Figure 1. Clock network drawn from the DEF.
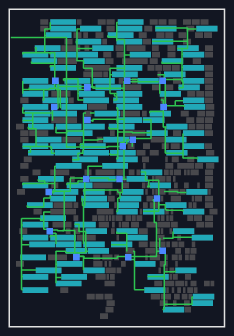
Figure 2. Metal 3.
Cells faint in the background.
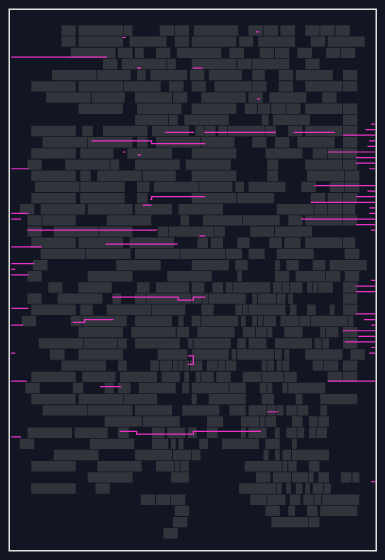
Figure 3. Routing congestion map.
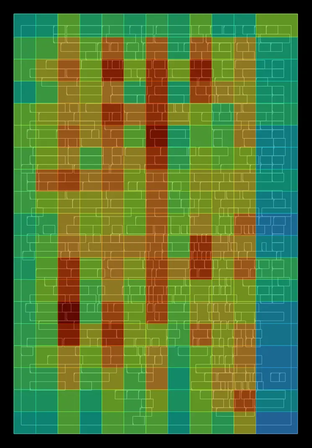
## config.mk

```make
export PLATFORM = sky130hd
export DESIGN_NAME = pq_op_sequencer
export DESIGN_NICKNAME = d
export VERILOG_FILES = /design/src/rtl/pq_seq_pkg.sv /design/src/rtl/pq_cmd_fifo.sv /design/src/rtl/pq_op_sequencer.sv
export SDC_FILE = /design/constraint.sdc
export NUM_CORES = 1
export LEC_CHECK = 0
export CORE_ASPECT_RATIO = 1.5
export CORE_MARGIN = 2
export CORE_UTILIZATION = 50
export CTS_BUF_LIST = sky130_fd_sc_hd__clkbuf_4
export DETAILED_ROUTE_END_ITERATION = 8
export PLACE_DENSITY = 0.75
export SLEW_MARGIN = 10
export SYNTH_ARGS = -nofsm -noshare
export SYNTH_HDL_FRONTEND = slang
export SYNTH_SLANG_ARGS = --single-unit
```

## constraint.sdc

```tcl
create_clock -name i_CLK -period 4.5 [get_ports i_CLK]
set_input_delay 0.45 -clock i_CLK [delete_from_list [all_inputs] [get_ports i_CLK]]
set_output_delay 0.45 -clock i_CLK [all_outputs]
set_load 0.02 [all_outputs]
```

## src/rtl/pq_seq_pkg.sv

```systemverilog
// Shared types for the priority-queue command sequencer: opcodes, response status, FSM states.
package pq_seq_pkg;

  typedef enum logic [1:0] {
    OP_PEEK = 2'd0,
    OP_ENQ  = 2'd1,
    OP_DEQ  = 2'd2,
    OP_REP  = 2'd3
  } pq_op_e;

  typedef enum logic [1:0] {
    ST_OK        = 2'd0,
    ST_ERR_FULL  = 2'd1,
    ST_ERR_EMPTY = 2'd2
  } pq_status_e;

  typedef enum logic [1:0] {
    S_IDLE  = 2'd0,
    S_ISSUE = 2'd1,
    S_GAP   = 2'd2,
    S_RESP  = 2'd3
  } seq_state_e;

  localparam int unsigned PQ_GAP_W = 8;

  function automatic logic op_needs_entry(pq_op_e op);
    return (op == OP_DEQ) || (op == OP_REP);
  endfunction

endpackage

```

## src/rtl/pq_cmd_fifo.sv

```systemverilog
// Command FIFO: head is visible in the same cycle, push and pop may coincide.
// rdy_o is a registered not-full flag (low while in reset), so it has no input-to-output path.
module pq_cmd_fifo #(
  parameter int unsigned WIDTH = 18,
  parameter int unsigned DEPTH = 4
) (
  input  logic             clk_i,
  input  logic             rst_ni,
  input  logic             push_i,
  input  logic [WIDTH-1:0] push_dat_i,
  input  logic             pop_i,
  output logic [WIDTH-1:0] head_dat_o,
  output logic             empty_o,
  output logic             rdy_o
);
  localparam int unsigned AW = $clog2(DEPTH);
  localparam logic [AW:0] CNT_MAX = (AW+1)'(DEPTH);

  logic [WIDTH-1:0] mem_q [DEPTH];
  logic [AW-1:0]    wr_q, rd_q;
  logic [AW:0]      cnt_q, cnt_d;
  logic             rdy_q;
  logic             do_push, do_pop;

  assign do_push = push_i && rdy_q;
  assign do_pop  = pop_i && (cnt_q != '0);

  always_comb begin
    cnt_d = cnt_q;
    case ({do_push, do_pop})
      2'b10:   cnt_d = cnt_q + (AW+1)'(1);
      2'b01:   cnt_d = cnt_q - (AW+1)'(1);
      default: cnt_d = cnt_q;
    endcase
  end

  always_ff @(posedge clk_i or negedge rst_ni) begin
    if (!rst_ni) begin
      wr_q  <= '0;
      rd_q  <= '0;
      cnt_q <= '0;
      rdy_q <= 1'b0;
    end else begin
      if (do_push) wr_q <= wr_q + AW'(1);
      if (do_pop)  rd_q <= rd_q + AW'(1);
      cnt_q <= cnt_d;
      rdy_q <= (cnt_d != CNT_MAX);
    end
  end

  always_ff @(posedge clk_i) begin
    if (do_push) mem_q[wr_q] <= push_dat_i;
  end

  assign head_dat_o = mem_q[rd_q];
  assign empty_o    = (cnt_q == '0);
  assign rdy_o      = rdy_q;

endmodule

```

## src/rtl/pq_op_sequencer.sv

```systemverilog
// Front-end for the systolic max-queue: one command at a time, 1-cycle issue pulse, fixed idle gap.
// Response after edge T2+GAP (T2 for PEEK/rejects); holds the response until i_rsp_ready, FIFO absorbs input.
module pq_op_sequencer
  import pq_seq_pkg::*;
#(
  parameter int unsigned QUEUE_SIZE = 8,
  parameter int unsigned DATA_WIDTH = 16,
  parameter int unsigned FIFO_DEPTH = 4,
  parameter int unsigned ENQ_GAP    = 2,
  parameter int unsigned DEQ_GAP    = 3,
  parameter int unsigned REP_GAP    = 2
) (
  input  logic                            i_CLK,
  input  logic                            i_RSTn,
  input  logic                            i_cmd_valid,
  output logic                            o_cmd_ready,
  input  logic [1:0]                      i_cmd_op,
  input  logic [DATA_WIDTH-1:0]           i_cmd_data,
  output logic                            o_rsp_valid,
  input  logic                            i_rsp_ready,
  output logic [DATA_WIDTH-1:0]           o_rsp_data,
  output logic [1:0]                      o_rsp_status,
  output logic                            o_pq_wrt,
  output logic                            o_pq_read,
  output logic [DATA_WIDTH-1:0]           o_pq_data,
  input  logic                            i_pq_full,
  input  logic                            i_pq_empty,
  input  logic [DATA_WIDTH-1:0]           i_pq_data,
  output logic [$clog2(QUEUE_SIZE+1)-1:0] o_count,
  output logic                            o_mismatch
);
  localparam int unsigned   CW       = $clog2(QUEUE_SIZE+1);
  localparam int unsigned   GW       = PQ_GAP_W;
  localparam logic [CW-1:0] CNT_FULL = CW'(QUEUE_SIZE);

  typedef struct packed {
    pq_op_e                op;
    logic [DATA_WIDTH-1:0] data;
  } cmd_t;

  cmd_t push_cmd, head_cmd;
  logic fifo_empty, fifo_pop;

  assign push_cmd = '{op: pq_op_e'(i_cmd_op), data: i_cmd_data};

  pq_cmd_fifo #(
    .WIDTH ($bits(cmd_t)),
    .DEPTH (FIFO_DEPTH)
  ) u_cmd_fifo (
    .clk_i      (i_CLK),
    .rst_ni     (i_RSTn),
    .push_i     (i_cmd_valid),
    .push_dat_i (push_cmd),
    .pop_i      (fifo_pop),
    .head_dat_o (head_cmd),
    .empty_o    (fifo_empty),
    .rdy_o      (o_cmd_ready)
  );

  seq_state_e            state_q, state_d;
  pq_op_e                op_q, op_d;
  logic [CW-1:0]         cnt_q, cnt_d;
  logic [GW-1:0]         gap_q, gap_d;
  logic                  wrt_q, wrt_d, rd_q, rd_d;
  logic [DATA_WIDTH-1:0] pqd_q, pqd_d;
  logic [DATA_WIDTH-1:0] rsp_dat_q, rsp_dat_d;
  pq_status_e            rsp_sts_q, rsp_sts_d;
  logic                  mis_q, mis_d;
  logic                  cnt_is_full, cnt_is_empty;

  assign cnt_is_full  = (cnt_q == CNT_FULL);
  assign cnt_is_empty = (cnt_q == '0);

  always_comb begin
    state_d   = state_q;
    op_d      = op_q;
    cnt_d     = cnt_q;
    gap_d     = gap_q;
    wrt_d     = 1'b0;
    rd_d      = 1'b0;
    pqd_d     = '0;
    rsp_dat_d = rsp_dat_q;
    rsp_sts_d = rsp_sts_q;
    mis_d     = mis_q;
    fifo_pop  = 1'b0;

    case (state_q)
      S_IDLE: begin
        if ((cnt_is_full != i_pq_full) || (cnt_is_empty != i_pq_empty)) mis_d = 1'b1;
        if (!fifo_empty) begin
          fifo_pop  = 1'b1;
          op_d      = head_cmd.op;
          state_d   = S_ISSUE;
          rsp_dat_d = '0;
          rsp_sts_d = ST_OK;
          if (head_cmd.op == OP_ENQ && cnt_is_full) begin
            rsp_sts_d = ST_ERR_FULL;
          end else if (op_needs_entry(head_cmd.op) && cnt_is_empty) begin
            rsp_sts_d = ST_ERR_EMPTY;
          end else begin
            case (head_cmd.op)
              OP_ENQ: begin
                wrt_d = 1'b1;
                pqd_d = head_cmd.data;
              end
              OP_DEQ: rd_d = 1'b1;
              OP_REP: begin
                wrt_d = 1'b1;
                rd_d  = 1'b1;
                pqd_d = head_cmd.data;
              end
              default: rsp_dat_d = cnt_is_empty ? '0 : i_pq_data;
            endcase
          end
        end
      end

      // PEEK and rejected commands spend this slot with no pulse, then respond.
      S_ISSUE: begin
        if (wrt_q || rd_q) begin
          state_d = S_GAP;
          case (op_q)
            OP_ENQ: begin
              cnt_d = cnt_q + CW'(1);
              gap_d = GW'(ENQ_GAP);
            end
            OP_DEQ: begin
              cnt_d     = cnt_q - CW'(1);
              gap_d     = GW'(DEQ_GAP);
              rsp_dat_d = i_pq_data;
            end
            default: begin
              gap_d     = GW'(REP_GAP);
              rsp_dat_d = i_pq_data;
            end
          endcase
        end else begin
          state_d = S_RESP;
        end
      end

      S_GAP: begin
        if (gap_q <= GW'(1)) state_d = S_RESP;
        else                 gap_d   = gap_q - GW'(1);
      end

      default: begin
        if (i_rsp_ready) begin
          state_d   = S_IDLE;
          rsp_dat_d = '0;
          rsp_sts_d = ST_OK;
        end
      end
    endcase
  end

  always_ff @(posedge i_CLK or negedge i_RSTn) begin
    if (!i_RSTn) begin
      state_q   <= S_IDLE;
      op_q      <= OP_PEEK;
      cnt_q     <= '0;
      gap_q     <= '0;
      wrt_q     <= 1'b0;
      rd_q      <= 1'b0;
      pqd_q     <= '0;
      rsp_dat_q <= '0;
      rsp_sts_q <= ST_OK;
      mis_q     <= 1'b0;
    end else begin
      state_q   <= state_d;
      op_q      <= op_d;
      cnt_q     <= cnt_d;
      gap_q     <= gap_d;
      wrt_q     <= wrt_d;
      rd_q      <= rd_d;
      pqd_q     <= pqd_d;
      rsp_dat_q <= rsp_dat_d;
      rsp_sts_q <= rsp_sts_d;
      mis_q     <= mis_d;
    end
  end

  assign o_rsp_valid  = (state_q == S_RESP);
  assign o_rsp_data   = rsp_dat_q;
  assign o_rsp_status = rsp_sts_q;
  assign o_pq_wrt     = wrt_q;
  assign o_pq_read    = rd_q;
  assign o_pq_data    = pqd_q;
  assign o_count      = cnt_q;
  assign o_mismatch   = mis_q;

endmodule

```

==> CHANGELOG.md <==
### Physical design

* Outcome: completed
* Fraction of met2 tracks used by global routing at 0.311
* Last weighted congestion value of the routability-driven placer at 0.789
* Worst reg2reg startpoint: u_cmd_fifo.rd_q[0]
* Highest fanout seen on the critical path at 16
* Multi-input comb cells at 170
* Antenna violations before repair at 0
* Fill cell count at 819
* Combinational fraction of design power at 0.356
* Gate count of the mapped netlist at 335
* TritonCTS clock tree: built
* Clock buffers created by TritonCTS at 17
* Max Buffers Root-to-Sink at 2
* Leakage component of the power at 0.00261 µW
* Total of clock buffers placed in the layout at 17
* Crit path buffers/inverters at 0
* Type of the worst min-delay path: in2async
* Place WS at 1.84 ns
* Most common cell after layout, fill and taps aside: clkdlybuf4s50_1
* Capture point of the worst reg-to-reg path: o_rsp_data[8]
* Placement Rows at 46
* Footprint of the flip-flops and latches at 0.00369 mm²
* Hold slack final at 0.0680 ns
* Violation count after the first detailed-route iteration at 88
* Cell type with the largest total area after synthesis: edfxtp_1
* Flop share of the area at 0.550
* Cts repair resizes at 0
* Number of placed instances, taps included at 552
-- Figure 1 (at the start) --
legend:
  cyan:
    item: flip-flops
    count: 133
  blue:
    item: clock-net drivers
    count: 17
  green:
    item: clock wires
    length: 1380 µm
flops lie: widely spread
Fin Clk Skew: 0.0185 ns
relative contribution of the clock network to total power: 0.215
power in the clock group: 916 µW
insertion delay at the late pin of the worst-skew pair: 0.52 ns

-- Figure 2 (at the start) --
wire length on this layer: 419 µm
longest straight run: 31.3 µm
share of all routed wire: 4.1%
main direction: horizontal
nets with wire on the layer: 54
post-detailed-routing wire length: 10.1 mm
global routing usage on met3: 0.0609
vias after detailed routing: 3137

-- Figure 3 (at the start) --
met1 demand-to-capacity share in global routing: 0.211
Routed WL per cell: 17.3 µm
overall fraction of global-route tracks in use: 0.182

No activity file was given, so power comes from the tool's default toggle rates.
